==> config.mk <==
export PLATFORM = sky130hd
export DESIGN_NAME = midi_tx
export DESIGN_NICKNAME = d
export VERILOG_FILES = /design/src/rtl/midi_tx.sv
export SDC_FILE = /design/constraint.sdc
export NUM_CORES = 1
export LEC_CHECK = 0
export ABC_AREA = 1
export CAP_MARGIN = 20
export CORE_ASPECT_RATIO = 1.1
export CORE_MARGIN = 5
export CORE_UTILIZATION = 50
export CTS_CLUSTER_SIZE = 10
export DETAILED_ROUTE_END_ITERATION = 16
export PLACE_DENSITY = 0.71
export SYNTH_ARGS = -nofsm -noshare
export SYNTH_HDL_FRONTEND = slang
export SYNTH_SLANG_ARGS = --single-unit
==> constraint.sdc <==
create_clock -name clk -period 5.91 [get_ports clk]
set_clock_uncertainty 0.1 [all_clocks]
set_input_delay 1.773 -clock clk [delete_from_list [all_inputs] [get_ports clk]]
set_output_delay 1.773 -clock clk [all_outputs]
set_load 0.02 [all_outputs]
==> src/rtl/midi_tx.sv <==
// -----------------------------------------------------------------------------
// midi_tx : MIDI note-on / note-off message serializer
//
// Accepts one note event per handshake and serializes it as a standard MIDI
// channel-voice message (status, note, velocity) on a single 8N1 serial line.
// Optionally applies MIDI running status: when the new status byte matches
// the status byte of the previous accepted event, only the two data bytes go out.
//
// Parameters
//   CLK_FREQ       system clock frequency in Hz
//   BAUD_RATE      serial bit rate in Hz (31250 for MIDI)
//   RUNNING_STATUS 1 = omit a repeated status byte, 0 = always send it
//
// Ports
//   clk          system clock, rising edge
//   rst          asynchronous active-low reset
//   ev_valid     note event presented
//   ev_ready     block can accept an event this cycle (idle, out of reset)
//   ev_on        1 = note-on, 0 = note-off
//   ev_channel   MIDI channel 0-15
//   ev_note      note number 0-127
//   ev_velocity  velocity 0-127
//   tx           serial output, idle high, registered
//   busy         a message is being serialized
//   msg_done     one-cycle pulse in the final cycle of the last stop bit
// -----------------------------------------------------------------------------
module midi_tx #(
  parameter int CLK_FREQ       = 100_000_000,
  parameter int BAUD_RATE      = 31_250,
  parameter int RUNNING_STATUS = 0
) (
  input  logic       clk,
  input  logic       rst,
  input  logic       ev_valid,
  output logic       ev_ready,
  input  logic       ev_on,
  input  logic [3:0] ev_channel,
  input  logic [6:0] ev_note,
  input  logic [6:0] ev_velocity,
  output logic       tx,
  output logic       busy,
  output logic       msg_done
);

  localparam int BAUD_DIV = CLK_FREQ / BAUD_RATE;
  localparam int CNT_W    = (BAUD_DIV > 1) ? $clog2(BAUD_DIV) : 1;

  localparam logic [CNT_W-1:0] CNT_LAST = CNT_W'(BAUD_DIV - 1);
  localparam logic [CNT_W-1:0] CNT_ONE  = CNT_W'(1);
  localparam logic [CNT_W-1:0] CNT_ZERO = {CNT_W{1'b0}};

  localparam logic [1:0] BYTE_STATUS = 2'd0;
  localparam logic [1:0] BYTE_NOTE   = 2'd1;
  localparam logic [1:0] BYTE_LAST   = 2'd2;
  localparam logic [2:0] BIT_LAST    = 3'd7;

  typedef enum logic [1:0] {
    S_IDLE  = 2'd0,
    S_START = 2'd1,
    S_DATA  = 2'd2,
    S_STOP  = 2'd3
  } state_t;

  // Byte of the message selected by the byte index.
  function automatic logic [7:0] select_byte(
    input logic [1:0] idx,
    input logic [7:0] status,
    input logic [6:0] note,
    input logic [6:0] vel
  );
    logic [7:0] b;
    case (idx)
      2'd0:    b = status;
      2'd1:    b = {1'b0, note};
      2'd2:    b = {1'b0, vel};
      default: b = 8'hFF;
    endcase
    return b;
  endfunction

  state_t           state_q, state_d;
  logic [CNT_W-1:0] cnt_q, cnt_d;
  logic [1:0]       byte_idx_q, byte_idx_d;
  logic [2:0]       bit_idx_q, bit_idx_d;
  // last_status_q doubles as the status byte of the message in flight.
  logic [7:0]       last_status_q, last_status_d;
  logic [6:0]       note_q, note_d;
  logic [6:0]       vel_q, vel_d;
  logic             tx_q, tx_d;
  logic             busy_q, busy_d;
  logic             ready_q, ready_d;
  logic             done_q, done_d;

  logic [7:0]       status_s;
  logic             skip_s;
  logic             accept_s;
  logic             bit_end_s;
  logic [7:0]       next_byte_s;

  assign status_s  = {(ev_on ? 4'h9 : 4'h8), ev_channel};
  assign skip_s    = (RUNNING_STATUS != 0) && (status_s == last_status_q);
  // ready_q is only ever high in IDLE, so inputs are never sampled while busy.
  assign accept_s  = ev_valid && ready_q;
  assign bit_end_s = (cnt_q == CNT_LAST);

  // Next-state, counters, field capture and next values of the registered outputs.
  always_comb begin
    state_d       = state_q;
    cnt_d         = cnt_q;
    byte_idx_d    = byte_idx_q;
    bit_idx_d     = bit_idx_q;
    last_status_d = last_status_q;
    note_d        = note_q;
    vel_d         = vel_q;
    next_byte_s   = 8'hFF;
    tx_d          = 1'b1;
    busy_d        = 1'b0;
    ready_d       = 1'b0;
    done_d        = 1'b0;

    case (state_q)
      S_IDLE: begin
        cnt_d     = CNT_ZERO;
        bit_idx_d = 3'd0;
        if (accept_s) begin
          state_d       = S_START;
          byte_idx_d    = skip_s ? BYTE_NOTE : BYTE_STATUS;
          last_status_d = status_s;
          note_d        = ev_note;
          vel_d         = ev_velocity;
        end else begin
          state_d    = S_IDLE;
          byte_idx_d = BYTE_STATUS;
        end
      end
      S_START: begin
        if (bit_end_s) begin
          state_d   = S_DATA;
          cnt_d     = CNT_ZERO;
          bit_idx_d = 3'd0;
        end else begin
          cnt_d = cnt_q + CNT_ONE;
        end
      end
      S_DATA: begin
        if (bit_end_s) begin
          cnt_d = CNT_ZERO;
          if (bit_idx_q == BIT_LAST) begin
            state_d = S_STOP;
          end else begin
            bit_idx_d = bit_idx_q + 3'd1;
          end
        end else begin
          cnt_d = cnt_q + CNT_ONE;
        end
      end
      S_STOP: begin
        if (bit_end_s) begin
          cnt_d = CNT_ZERO;
          if (byte_idx_q == BYTE_LAST) begin
            state_d = S_IDLE;
          end else begin
            state_d    = S_START;
            byte_idx_d = byte_idx_q + 2'd1;
          end
        end else begin
          cnt_d = cnt_q + CNT_ONE;
        end
      end
      default: begin
        state_d = S_IDLE;
        cnt_d   = CNT_ZERO;
      end
    endcase

    // Outputs are computed from the next state so tx moves on the same edge
    // as the state, giving one cycle from accept to the start bit.
    next_byte_s = select_byte(byte_idx_d, last_status_d, note_d, vel_d);
    case (state_d)
      S_IDLE:  tx_d = 1'b1;
      S_START: tx_d = 1'b0;
      S_DATA:  tx_d = next_byte_s[bit_idx_d];
      S_STOP:  tx_d = 1'b1;
      default: tx_d = 1'b1;
    endcase

    busy_d  = (state_d != S_IDLE);
    ready_d = (state_d == S_IDLE);
    // Raised one edge early so the pulse covers the last stop-bit cycle.
    done_d  = (state_d == S_STOP) && (byte_idx_d == BYTE_LAST) && (cnt_d == CNT_LAST);
  end

  // State and datapath registers with asynchronous active-low reset.
  always_ff @(posedge clk or negedge rst) begin
    if (!rst) begin
      state_q       <= S_IDLE;
      cnt_q         <= CNT_ZERO;
      byte_idx_q    <= 2'd0;
      bit_idx_q     <= 3'd0;
      last_status_q <= 8'h00;
      note_q        <= 7'd0;
      vel_q         <= 7'd0;
      tx_q          <= 1'b1;
      busy_q        <= 1'b0;
      ready_q       <= 1'b0;
      done_q        <= 1'b0;
    end else begin
      state_q       <= state_d;
      cnt_q         <= cnt_d;
      byte_idx_q    <= byte_idx_d;
      bit_idx_q     <= bit_idx_d;
      last_status_q <= last_status_d;
      note_q        <= note_d;
      vel_q         <= vel_d;
      tx_q          <= tx_d;
      busy_q        <= busy_d;
      ready_q       <= ready_d;
      done_q        <= done_d;
    end
  end

  assign tx       = tx_q;
  assign busy     = busy_q;
  assign ev_ready = ready_q;
  assign msg_done = done_q;

endmodule
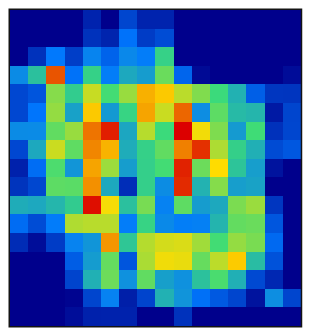
(run_1/route_heat.png)
The die is cut into 16 by 17 equal tiles; dark blue is low, red is high, scaled to the fullest tile. Values are wire area over tile area, all layers added.
mean over tiles	0.12
emptiest ninth of the die	upper right
nearly empty tiles	24%
fullest tile	0.38
densest ninth of the die	centre
tiles over half the peak	27%

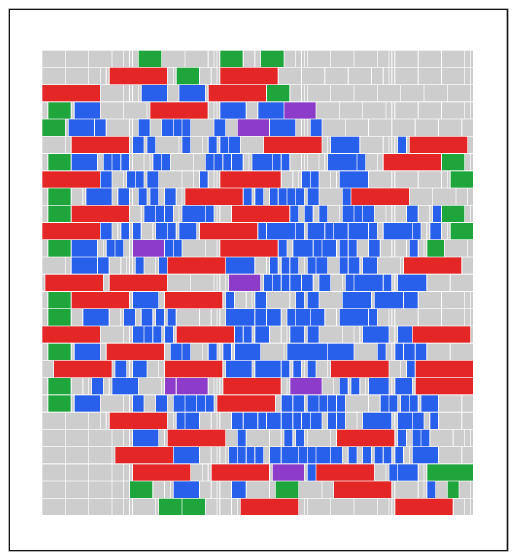
(run_1/class_map.png)
Fill, decap, tap and diode cells in grey.
colour	class	cells	share of their area
purple	clock drivers and dummy loads	8	3.5%
red	sequential cells	45	39%
green	remaining buffers and delay cells	27	9.4%
blue	remaining logic cells	246	48%

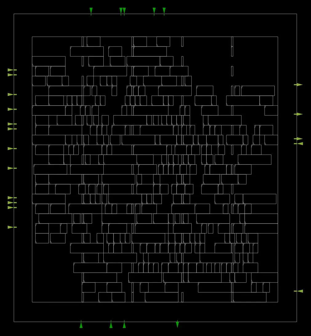
(run_1/placed.png)
# Taps: 58
seq_cells: 45
flop share of the area: 38.0%
post-route insts no fill: 384
core area: 5000 sq um

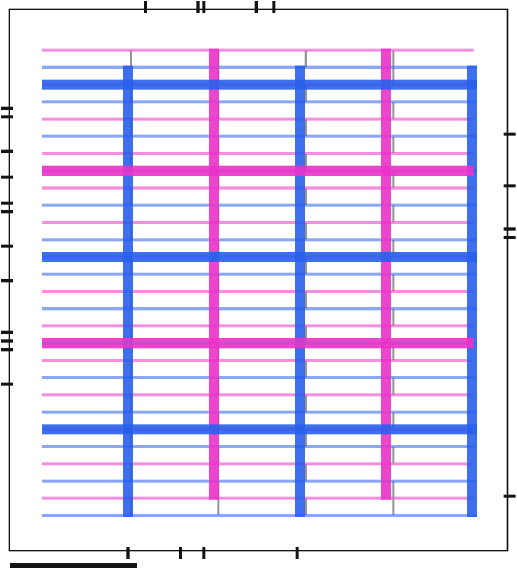
(run_1/floorplan.png)
Scale bar: 20 um. Pins as bars on the die edge. Tap cells in grey.
colour	net
blue	VSS
magenta	VDD
rows	27
met4 straps	5

==> flow_summary_export.csv, run 1 <==
group,metric,value,unit
status,status,"finished, final reports clean",
global_route,grt_pass1_wl,8.96,mm
synthesis,postSynthCellCount,296,
timing,finalHoldViolations,0,
power,pg_comb,20.7,uW
layout,nets,360,
floorplan,fp.dieH,85.2,um
synthesis,yosys.cell_count.top_type,"nand2_1",
floorplan,chipArea,6680,sq um
global_route,grt.overflow.total,0,
worst_setup_path,criticalPathCategory,"input pin to flop",
power,power_switching,110,uW
place,dp_hpwl,3.63,mm
power,power-top-group,"sequential cells",
clock_network,cts-resized-gates,0,
clock_network,clock_sinks,45,
synthesis,syn_area,2570,sq um
synthesis,avgSynthCellArea,8.69,sq um
worst_setup_path,critPathRequiredTime,6050,ps
global_route,grt_max_degree,46,
route,first_pass_iters,4,
synthesis,numSynthFlops,45,
route,drc_errors,0,
power,intPower,426,uW
clock_network,worst_skew_pair.late_latency,300,ps
synthesis,edf_count,0,
worst_setup_path,worstReg2RegStart,"cnt_q[0]",
worst_setup_path,cp_slowest_cell,"clkdlybuf4s50_1",
synthesis,fp_nets,331,
global_route,grt_pass1_vias,1949,
power,power,536,uW
worst_setup_path,r2r_end,"msg_done",
layout,largest_reg_flops,12,
synthesis,xor_share,1.02,%
floorplan,fp-row-count,27,
clock_network,cts.reportedPaths.clkPinSlew,80,ps
worst_setup_path,cp-start-kind,"input pin",
worst_setup_path,critPathMaxFanout,22,
floorplan,fp.dieW,78.4,um
layout,drive_gt1_share,15.0,%
place,io_buffers,25,
power,p_comb_share,3.9,%
worst_setup_path,cp.arrival,3610,ps
timing,period_needed,3470,ps
layout,top_register,"cnt_q",
synthesis,yosys-stat-area,2570,sq um
synthesis,ys_async_sr_fraction,100,%
layout,area_delta_synth_final,15.5,%
worst_setup_path,path_cells,"clkdlybuf4s50_1, nand3_1, buf_4, mux2_2, nand3_1, nand2_1, inv_1, nand2_1, nand2_1, nand2_1, nand3_1, nand3_1, nand2_1, a21oi_2",
worst_setup_path,end_kind,"flop",
synthesis,synth_top_area_share,42.8,%
clock_network,cts_hold_buf,0,
route,ant_nets,0,
synthesis,ff_type,"dfrtp_1",
global_route,antenna_found_initial,0,
route,wl,4.95,mm
clock_network,cts-root-buf,"clkbuf_8",
power,power_clock,208,uW
layout,lay_top_count,"nand2_1",
place,pre_cts_slack,2130,ps
synthesis,synth.logic.top_family,"simple AND/OR/NAND/NOR gates",
timing,slew-limit-headroom,63.0,%
route,vias,1965,
clock_network,postCtsSetupRepairBufs,0,
power,ir_worst_vdd,0.118,mV
place,dpl_cell_area,2850,sq um
synthesis,ys_types,34,
global_route,track_usage,16.8,%
synthesis,ys_sh_adder,6.33,%
timing,setup_ws,2440,ps
synthesis,ys_sh_aoi,4.67,%
layout,utilization,59.4,%
worst_setup_path,crit_path_max_incr_delay,420,ps
layout,finalInstanceArea,2970,sq um
power,p_sw_share,20.5,%
timing,rsz0062_at_grt,"no",
clock_network,numCtsBuffers,5,
synthesis,synthTopCellsByCount,"64 x nand2_1, 44 x dfrtp_1, 40 x inv_1",
route,avgRoutedWirePerCell,12.9,um
place,gp_congestion,0.876,
timing,setup_tns,0,ps
clock_network,h-tree-depth,2,
place,place_inst,375,
power,pg_seq,308,uW
layout,fillCellCount,460,
worst_setup_path,cp-startpoint,"ev_valid",
job,maxCapViolations,0,
power,leakage,0.00152,uW
layout,layout_top_cells,"64 x nand2_1, 44 x dfrtp_1, 40 x inv_1",
synthesis,simple_gate_share,27.4,%
worst_setup_path,r2r_cells,14,
synthesis,ys_seq_share,43.8,%
layout,n_antenna_cell,0,
timing,setup_viol,0,
clock_network,tritoncts,"yes",
clock_network,ctsLongestPathBuffers,2,
worst_setup_path,r2r_slack,3130,ps
floorplan,ios,26,
timing,max_freq,288,MHz
floorplan,fp-utilization,51.4,%
timing,fin_hold_ws,368,ps
power,clock_power_share,38.8,%
timing,tightest_slew,549,ps
min_path,min-delay-start,"last_status_q[5]",
power,seqPwrFrac,57.4,%
synthesis,yosys_warnings,0,
synthesis,yosysCellCount,296,
worst_setup_path,crit_end,"tx",
timing,drv_slew,0,
job,log.warning_count,34,
min_path,min_path_type,"flop to flop",
min_path,min_path_cells,2,
route,drt_iter0_markers,89,
route,viasPerCell,5.12,
timing,post-route-period-util,58.7,%
synthesis,yosysTopAreaCell,"dfrtp_1",
synthesis,synthTopCellsByArea,"dfrtp_1 43%, nand2_1 9.3%, mux2_2 8.3%",
power,powerDensity,181,nW/um^2
worst_setup_path,cpMostUsedCell,"nand2_1",
layout,reg_top3,"cnt_q (12), last_status_q (8)",
min_path,min_to,"last_status_q[5]",
synthesis,synth.mux.area_fraction,8.32,%
## run 1: final cells by class
cell class	instances	area, sq um	share of cell area [%]
Clock buffer	7	96.3	3.24
Clock inverter	1	5.00	0.168
Inverter	45	169	5.69
Multi-Input combinational cell	201	1230	41.3
Sequential cell	45	1130	38.0
Tap cell	58	72.6	2.44
Timing Repair Buffer	27	273	9.18
## run 1: critical path: cells and delay by family
kind,cells,cell delay [ps]
buffers and inverters,3,770
AND/OR/NAND/NOR,9,620
multiplexers,1,390
AND-OR/OR-AND,1,50
## run 1: per-layer routing
layer	wire length, um	global-route usage (%)
met1	2390	21.7
met2	2260	27.8
met4	97	6.20
met5	0	0
met3	193	3.61
==> inputs of run 2 (changes only) <==
--- a/config.mk
+++ b/config.mk
@@ -12,7 +12,7 @@
 export CORE_UTILIZATION = 50
 export CTS_CLUSTER_SIZE = 10
 export DETAILED_ROUTE_END_ITERATION = 16
-export PLACE_DENSITY = 0.71
+export PLACE_DENSITY = 0.74
 export SYNTH_ARGS = -nofsm -noshare
 export SYNTH_HDL_FRONTEND = slang
 export SYNTH_SLANG_ARGS = --single-unit
==> constraint.sdc (replaced) <==
create_clock -name clk -period 2.8 [get_ports clk]
set_clock_uncertainty 0.1 [all_clocks]
set_input_delay 0.84 -clock clk [delete_from_list [all_inputs] [get_ports clk]]
set_output_delay 0.84 -clock clk [all_outputs]
set_load 0.02 [all_outputs]
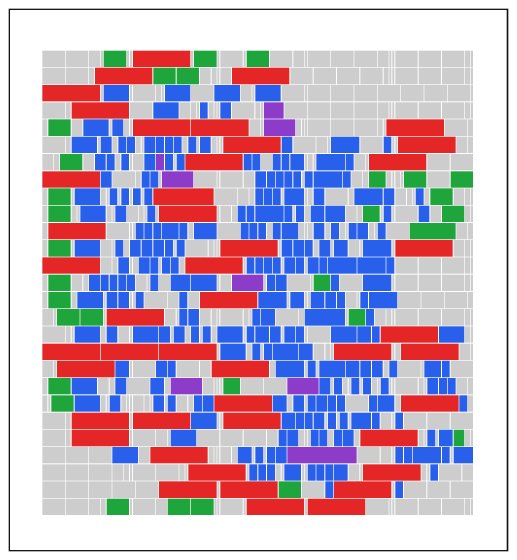
(run_2/class_map.png)
Fill, decap, tap and diode cells in grey.
colour	class	cells	share of their area
blue	remaining logic cells	246	48%
purple	clock drivers and dummy loads	8	3.8%
green	remaining buffers and delay cells	31	10%
red	sequential cells	45	38%

==> run 2 against run 1 <==
Worst setup slack worse by 2100 ps; critical path depth is 5 higher; sequential share of layout area is 0.50 points lower; worst hold slack hardly changed; routed wire length is 2.4% higher; non-clock buffer count is 4 higher; flip-flop count stayed put; combinational power is 100% higher; synthesized area stayed put; synthesized cell count stayed put.
==> flow_summary_export.csv, run 2 <==
group,metric,value,unit
worst_setup_path,path_cells,"ha_1, nand2_1, nor2_4, buf_4, nand3_4, nand2_4, nand2_2, nand2_4, inv_2, nand3_1, nand2_1, inv_1, nand2_1, nand3_1, nand2_1, nand2_1, nand3_1, nand2_1, a21oi_2",
synthesis,avgSynthCellArea,8.69,sq um
worst_setup_path,r2r_slack,320,ps
layout,dominant_cells,"multi-input combinational cells",
clock_network,cts.reportedPaths.clkPinSlew,90,ps
worst_setup_path,worstReg2RegStart,"cnt_q[0]",
worst_setup_path,crit_path_max_incr_delay,400,ps
synthesis,ys_seq_share,43.8,%
worst_setup_path,r2r_cells,19,
synthesis,yosysCellCount,296,
route,wl_met3,202,um
floorplan,fp.dieH,85.2,um
layout,logic_area,1230,sq um
power,power_switching,245,uW
worst_setup_path,path_buffers,3,
synthesis,synthTopCellsByCount,"64 x nand2_1, 44 x dfrtp_1, 40 x inv_1",
floorplan,fp-row-count,27,
worst_setup_path,r2r_end,"tx",
clock_network,clock_sinks,45,
synthesis,ys_sh_adder,6.33,%
timing,fin_hold_ws,368,ps
layout,lay_top_count,"nand2_1",
synthesis,ys_async_sr_fraction,100,%
timing,setup_tns,0,ps
route,top_layer_used,"met4",
layout,regArea,1130,sq um
layout,inverters,45,
route,wl_met1,2.37,mm
min_path,min_path_type,"input pin to async pin",
clock_network,numCtsBuffers,5,
layout,nMultiInputCombCells,201,
synthesis,yosys-stat-area,2570,sq um
power,p_comb_share,3.5,%
status,status,"finished, final reports clean",
layout,drive_gt1_share,15.8,%
clock_network,h-tree-depth,2,
worst_setup_path,critPathRequiredTime,2940,ps
clock_network,worst_skew_pair.late_latency,300,ps
clock_network,ctsLongestPathBuffers,2,
layout,fillCellCount,426,
job,maxCapViolations,0,
worst_setup_path,cp_slowest_cell,"dfrtp_1",
route,drt_iter0_markers,107,
floorplan,fp-utilization,51.4,%
layout,layout_top_cells,"64 x nand2_1, 44 x dfrtp_1, 40 x inv_1",
synthesis,numSynthFlops,45,
timing,setup_viol,0,
place,io_buffers,25,
floorplan,fp.dieW,78.4,um
layout,nets,364,
clock_network,postCtsSetupRepairBufs,0,
place,pre_cts_slack,44.8,ps
synthesis,yosys_warnings,0,
synthesis,ys_sh_aoi,4.67,%
layout,seq_share,37.4,%
clock_network,cts-root-buf,"clkbuf_8",
layout,fin_cells,388,
worst_setup_path,criticalPathCategory,"flop to flop",
synthesis,fp_nets,331,
worst_setup_path,cp-startpoint,"cnt_q[0]",
timing,max_freq,403,MHz
floorplan,core_area,5000,sq um
layout,n_antenna_cell,0,
synthesis,syn_area,2570,sq um
floorplan,ios,26,
global_route,gr-usage-met1,21.3,%
synthesis,ys_types,34,
power,pg_comb,41.8,uW
place,dpl_cell_area,2900,sq um
layout,reg_top3,"cnt_q (12), last_status_q (8)",
synthesis,simple_gate_share,27.4,%
worst_setup_path,crit_end,"tx",
worst_setup_path,cp.arrival,2620,ps
place,place_inst,380,
power,power_clock,497,uW
place,gp_congestion,0.871,
route,wl,5.07,mm
layout,utilization,60.2,%
clock_network,cts-resized-gates,0,
timing,drv_slew,0,
power,clock_power_share,41.8,%
global_route,met3_usage,3.29,%
layout,area_delta_synth_final,17.1,%
timing,period_needed,2480,ps
timing,slew-limit-headroom,63.6,%
power,seqPwrFrac,54.7,%
worst_setup_path,cpMostUsedCell,"nand2_1",
power,power-top-group,"sequential cells",
power,pg_seq,649,uW
global_route,grt_pass1_vias,2053,
timing,setup_ws,320,ps
synthesis,yosysTopAreaCell,"dfrtp_1",
global_route,grt_use_met2,28.8,%
power,leakage,0.00154,uW
synthesis,synth.logic.top_family,"simple AND/OR/NAND/NOR gates",
layout,clock_cell_area_share,3.70,%
floorplan,n_tap_cell,58,
synthesis,synth.mux.area_fraction,8.32,%
clock_network,tritoncts,"yes",
global_route,grt_pass1_wl,8.98,mm
clock_network,cts_hold_buf,0,
worst_setup_path,critPathMaxFanout,15,
synthesis,synthTopCellsByArea,"dfrtp_1 43%, nand2_1 9.3%, mux2_2 8.3%",
place,dp_hpwl,3.90,mm
worst_setup_path,end_kind,"flop",
route,viasPerCell,5.17,
layout,finalInstanceArea,3010,sq um
layout,comb_share,40.8,%
timing,rsz0062_at_grt,"no",
worst_setup_path,critical_path.top_delay_family,"simple AND/OR/NAND/NOR gates",
synthesis,xor_share,1.02,%
route,drc_errors,0,
floorplan,chipArea,6680,sq um
synthesis,yosys.cell_count.top_type,"nand2_1",
run 2: worst reg2reg max path, cell delays in order (launching register included):
cell and delay (ps):
dfrtp_1 400, ha_1 220, nand2_1 140, nor2_4 50
buf_4 160, nand3_4 120, nand2_4 70, nand2_2 80
nand2_4 120, inv_2 210, nand3_1 100, nand2_1 70
inv_1 40, nand2_1 70, nand3_1 80, nand2_1 70
nand2_1 50, nand3_1 70, nand2_1 70, a21oi_2 130
run 2: kinds of logic after synthesis:
logic type	after synthesis
buffers and inverters	50
AND-OR/OR-AND	20
flip-flops	45
AND/OR/NAND/NOR	146
multiplexers	19
XOR/XNOR	3
adder cells (fa/ha/maj)	13
==> inputs of run 3 (changes only) <==
--- a/config.mk
+++ b/config.mk
@@ -12,7 +12,7 @@
 export CORE_UTILIZATION = 50
 export CTS_CLUSTER_SIZE = 10
 export DETAILED_ROUTE_END_ITERATION = 16
-export PLACE_DENSITY = 0.74
+export PLACE_DENSITY = 0.71
 export SYNTH_ARGS = -nofsm -noshare
 export SYNTH_HDL_FRONTEND = slang
 export SYNTH_SLANG_ARGS = --single-unit
==> constraint.sdc (replaced) <==
create_clock -name clk -period 3.05 [get_ports clk]
set_clock_uncertainty 0.1 [all_clocks]
set_input_delay 0.915 -clock clk [delete_from_list [all_inputs] [get_ports clk]]
set_output_delay 0.915 -clock clk [all_outputs]
set_load 0.02 [all_outputs]
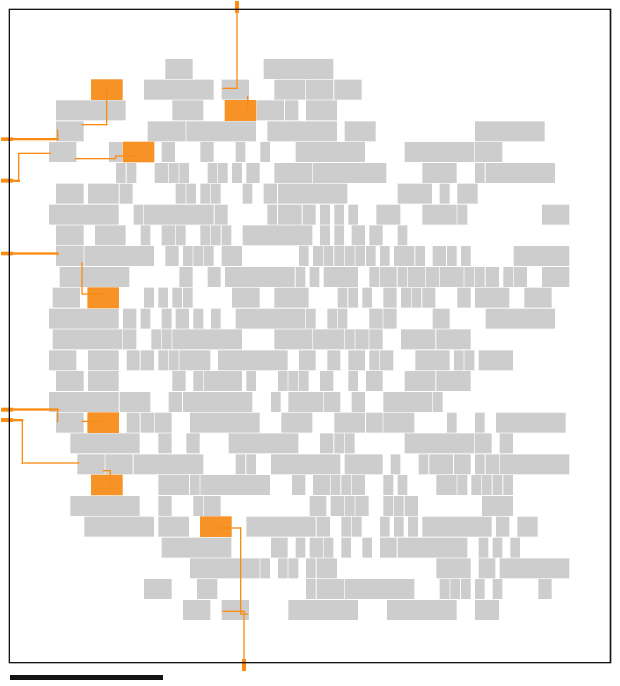
(run_3/port_trees.png)
Scale bar: 20 um.
colour	port	bits	direction	end cells	buffers	wire
orange	ev_velocity	7	input	7	7	109 um

==> run 3 against run 2 <==
Synthesized area is the same; first-iteration DRC count rose by 9.3%; die area unchanged; worst hold slack better by 3.2 ps; flip-flop count unchanged; register-to-register slack better by 130 ps; maximum frequency shrank 4.5%; global-route usage increased by 0.33 points.
==> flow_summary_export.csv, run 3 <==
group,metric,value,unit
status,status,"finished, final reports clean",
worst_setup_path,path_cells,"ha_1, nand2_1, nor2_4, nand3_1, inv_1, o21ai_0, o221ai_1, nand2_1, o21ai_0, ha_1, nand3_1, nor2_1, nand4_1, nor4_1",
synthesis,numSynthFlops,45,
synthesis,ys_types,34,
clock_network,cts-root-buf,"clkbuf_8",
route,viasPerCell,5.23,
global_route,grt.overflow.total,0,
worst_setup_path,critical_path.top_delay_family,"simple AND/OR/NAND/NOR gates",
power,power_clock,356,uW
layout,reg_top3,"cnt_q (12), last_status_q (8)",
synthesis,yosys-stat-area,2570,sq um
route,wl,5.07,mm
route,drt_iter0_markers,117,
floorplan,ios,26,
synthesis,postSynthCellCount,296,
synthesis,xor_share,1.02,%
floorplan,fp-row-count,27,
worst_setup_path,r2r_end,"msg_done",
place,io_buffers,25,
synthesis,ys_seq_share,43.8,%
floorplan,chipArea,6680,sq um
floorplan,fp-utilization,51.4,%
min_path,min_path_cells,2,
synthesis,yosys.cell_count.top_type,"nand2_1",
timing,setup_viol,0,
layout,utilization,59.2,%
place,place_inst,377,
place,gp_congestion,0.920,
min_path,min_to,"last_status_q[5]",
worst_setup_path,r2r_cells,14,
route,vias,2014,
route,avgRoutedWirePerCell,13.2,um
route,drc_errors,0,
power,powerDensity,335,nW/um^2
place,pre_cts_slack,226,ps
synthesis,synthTopCellsByArea,"dfrtp_1 43%, nand2_1 9.3%, mux2_2 8.3%",
synthesis,fp_nets,331,
worst_setup_path,cp-start-kind,"flop",
global_route,grt_pass1_vias,2030,
route,ant_nets,0,
power,ir_worst_vdd,0.271,mV
floorplan,fp.dieW,78.4,um
power,clock_power_share,35.9,%
clock_network,ctsLongestPathBuffers,2,
layout,top_register,"cnt_q",
clock_network,cts_hold_buf,0,
power,p_sw_share,21.4,%
place,dp_hpwl,3.80,mm
timing,period_needed,2600,ps
worst_setup_path,critPathRequiredTime,3150,ps
worst_setup_path,end_kind,"flop",
job,log.warning_count,34,
synthesis,ff_type,"dfrtp_1",
layout,nets,361,
clock_network,cts-resized-gates,0,
worst_setup_path,cp.arrival,2700,ps
synthesis,ys_sh_aoi,4.67,%
timing,post-route-period-util,85.2,%
floorplan,core_area,5000,sq um
layout,n_antenna_cell,0,
route,first_pass_iters,5,
power,power_switching,212,uW
worst_setup_path,r2r_slack,450,ps
clock_network,numCtsBuffers,5,
timing,max_freq,385,MHz
timing,drv_slew,0,
floorplan,fp.dieH,85.2,um
layout,fin_cells,385,
global_route,antenna_found_initial,0,
worst_setup_path,path_buffers,1,
power,intPower,779,uW
synthesis,synth.logic.top_family,"simple AND/OR/NAND/NOR gates",
worst_setup_path,critPathMaxFanout,7,
clock_network,tritoncts,"yes",
synthesis,syn_area,2570,sq um
layout,drive_gt1_share,15.0,%
min_path,min_path_type,"flop to flop",
layout,lay_top_count,"nand2_1",
timing,setup_tns,0,ps
global_route,met3_usage,3.72,%
power,pg_seq,596,uW
timing,finalHoldViolations,0,
place,dpl_cell_area,2880,sq um
synthesis,synth.mux.area_fraction,8.32,%
power,leakage,0.00152,uW
timing,rsz0062_at_grt,"no",
synthesis,synthTopCellsByCount,"64 x nand2_1, 44 x dfrtp_1, 40 x inv_1",
power,power-top-group,"sequential cells",
clock_network,clock_sinks,45,
global_route,track_usage,17.1,%
synthesis,yosysTopAreaCell,"dfrtp_1",
power,pg_comb,38.4,uW
worst_setup_path,criticalPathCategory,"flop to flop",
min_path,min-delay-start,"last_status_q[5]",
layout,area_delta_synth_final,15.1,%
synthesis,synth_top_area_share,42.8,%
global_route,busiest_layer,"met2",
worst_setup_path,crit_path_max_incr_delay,370,ps
layout,largest_reg_flops,12,
synthesis,yosysCellCount,296,
global_route,gr-usage-met1,21.9,%
global_route,grt_max_degree,30,
power,power,990,uW
clock_network,worst_skew_pair.late_latency,300,ps
timing,setup_ws,452,ps
synthesis,yosys_warnings,0,
synthesis,simple_gate_share,27.4,%
timing,tightest_slew,562,ps
clock_network,cts.reportedPaths.clkPinSlew,90,ps
power,p_comb_share,3.9,%
-- run 3: netlist changes by cell type in the layout (fill, tap and decap cells not counted) --
cell	change
bufinv_16	-1
buf_4	-3
clkinv_4	-1
clkinv_2	+2
-- run 3: cell type report --
| type | count | area, sq um |
|---|---|---|
| Inverter | 45 | 169 |
| Timing Repair Buffer | 28 | 280 |
| Multi-Input combinational cell | 201 | 1230 |
| Tap cell | 58 | 72.6 |
| Clock buffer | 6 | 72.6 |
| Sequential cell | 45 | 1130 |
| Clock inverter | 2 | 10.0 |
| Fill cell | 461 | 2040 |
-- run 3: per-layer routing --
layer | vias up | share of wire, %
li1 | 1016 | -
met1 | 946 | 44
met2 | 45 | 49
met3 | 7 | 4.9
met4 | 0 | 1.3
met5 | - | 0
Power and IR drop assume default switching activity.
